Design control_unit, sky130hd; sources not shown.
Fig. 1: signal wires on met3
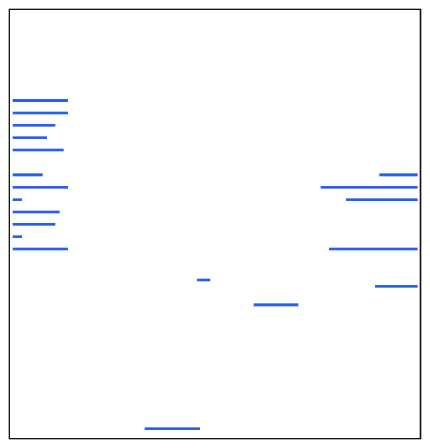
- nets with wire on the layer: 19
- longest straight run: 10.3 µm
WL final: 1200 µm
Vias: 495

Fig. 2: wire density map
9 x 9 tiles, from dark blue (low) to red (high), scaled to the fullest tile. Values are wire area over tile area, all layers added.
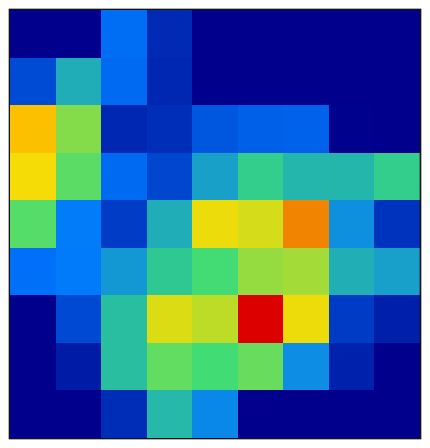
- tiles over half the peak: 22%
- nearly empty tiles: 28%
- fullest tile: 0.35
Total GRT Usage: 11.9%
routed len/inst: 14.4 µm

Fig. 3: signal wires on met1
Bar = 10 µm. Supply wires on this layer in grey.
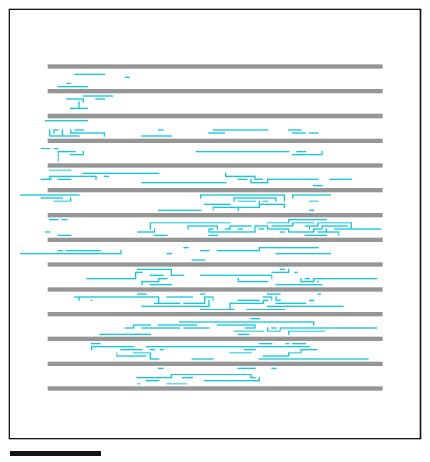
- longest straight run: 17.9 µm
- main direction: horizontal
- nets with wire on the layer: 69
GR Util met1: 14.4%

==> changes_impl.md <==
### Metrics

- Complex Gates by Area: 20.7%
- Synth warnings: 0
- Hold WC Path Type: register to register
- Crit. End Element: primary output
- Fp_density: 43.7%
- IO Pins: 27
- Levels on crit path: 4
- Relative slew margins: 69.6%
- RSZ-0062 raised after global routing: no
- Maximum VDD drop: 0.260 mV
- GRT Residual Overflow: 0
- Post-DP Area: 587 µm²
- Adder Area Share: 2.20%
- Static Leak: 0.000213 µW
- CTS Root Cell: clkbuf_4
- Slowest cell on the critical path: nor4bb_4
- Most common logic cell in the routed design: dfxtp_1
- Xor/xnor share: 0%
- CLK BUF: 4
- Clk buf depth: 2
- Buffers, non-clock: 3
- H-Tree Depth: 1
- Fmax: 421 MHz
- Remaining DRCs: 0
- Biggest area consumer among synthesized cells: dfxtp_1
- PD cells: 413 nW/µm²
- Top cells, area: dfxtp_1 (32%), a21oi_1 (7.0%), or4_1 (5.3%), nor4bb_4 (4.4%), and3_2 (4.0%)
- Post-synthesis async set-or-reset flop share: 0%
- Slew Limit Fails: 0
- Initial antenna violation count: 0
- Yosys stat chip area: 568 µm²
- Critical Path AT: 1.65 ns
- DIE AREA: 2120 µm²
- Comb/total area: 57.1%
- Synth cell types: 29
- Critical path's top delay family: simple AND/OR/NAND/NOR gates
- Final hold vios: 0
- Synth top cells by count: dfxtp_1 (9), a21oi_1 (8), inv_1 (4), nand2_1 (4), or4_1 (4)
- Pin count of the biggest net entering global routing: 11
- Multi-In Gates: 48
- Startpoint Class: primary input
- Crit share post-route: 81.9%
- CP Class: primary input to primary output
- CTS tree: yes
- # Cells Yosys: 64
- Synth Seq Share: 31.7%
- Most common cell in the synthesized netlist: dfxtp_1
- Antenna Nets Post-Route: 0
- Max-area cell share: 31.7%
- Cts repair resizes: 0
- Largest area class, layout: combinational gates
- Largest register FFs: 8
- CP Buf/Inv Count: 1
- I/O Buffers: 0
- Registers: 9
- Setup TNS: 0 ns
- Antenna cells: 0
- Outcome: complete, no violations
- Tool warnings: 26
- Router iterations before antenna repair: 4
- Comb area: 350 µm²
- Layout cells sized above 1: 25.0%
- Placeable Area: 1300 µm²
- Clock-cell share: 4.29%
- Top non-seq family: simple AND/OR/NAND/NOR gates
- Clock slew at reported path FFs: 0.06 ns
- HPWL after DPL: 912 µm
- Post-Syn Instances: 64
- Syn nets: 74
- Placer Congestion: 0.781
- FF-to-FF path depth: 5
- Post-CTS setup buffers: 0
- Vias/cell: 5.96
- Final Cell Area: 613 µm²
- Num rows: 13
- Fin cells: 83
- Ordered cell list for the critical path: nor4bb_4 > nand2_1 > nor3_1 > buf_4
- Register Area: 180 µm²
- Hold buffer count at CTS: 0
- Die height: 47 µm
- Syn avg cell area: 8.88 µm²
- Clk sinks: 9
- FILL cells: 140
- PnR worst setup slack: 0.524 ns
- Top logic cells by instance count in the layout: dfxtp_1 (9), a21oi_1 (8), inv_1 (4), nand2_1 (4), or4_1 (4)
- Crit-path max FO: 5
- Non-clock buffer share: 3.67%
- Final setup fails: 0
- First-pass GRT wire length: 1870 µm
- Vias in the first global route: 455
- Flop share of the area: 29.4%
- Placed Cells: 79
- Layout area overhead: 7.93%
- Synth flops: 9
- Flop-to-flop setup slack: 1.38 ns
- Nonclk inv count: 4
- Final net count: 79
- Pre-CTS WS: 0.484 ns
- Worst Path Required: 2.17 ns
- Slowest cell delay on critical path: 0.33 ns
- Iteration-0 DRC Markers: 7
- Number of enable flip-flop cells: 0
- Worst Tran Pin Value: 0.457 ns
- Die width: 45 µm
- Max cap viols: 0
- Tmin final: 2.38 ns
- Pwr Total: 253 µW
- Simple share: 36.1%
- Hold path depth: 2
- CTS buffer count: 3
- Mux area share: 2.64%
- Well Taps: 15
- Cell Area, Synth: 568 µm²
- Final Skew: 0.00150 ns
- Top_reg_cell synth: dfxtp_1
- Late-Pin Clk Latency: 0.26 ns
## metal layers
layer / up-vias / wire (µm) / part of all wire (%) / track usage [%]
li1: 247 / - / - / -
met3: 2 / 96 / 8.0 / 3.45
met1: 224 / 531 / 44 / 14.4
met4: 0 / 16 / 1.3 / 5.26
met2: 22 / 554 / 46 / 19.8
met5: - / 0 / 0 / 0
## power by group
part	switching (µW)	total [µW]	internal (µW)
Sequential	6.25	135	128
Clock	42.8	95.8	53.0
Combinational	11.4	22.6	11.2
## through the flow
step / util, % / hold WS [ns]
2_1_floorplan: - / 0.442
3_3_place_gp: 45.1 / 0.458
3_5_place_dp: 45.1 / 0.461
4_1_cts: 47.1 / 0.470
5_1_grt: 47.1 / 0.494
6_report: 47.1 / 0.466
Power and IR drop assume default switching activity.
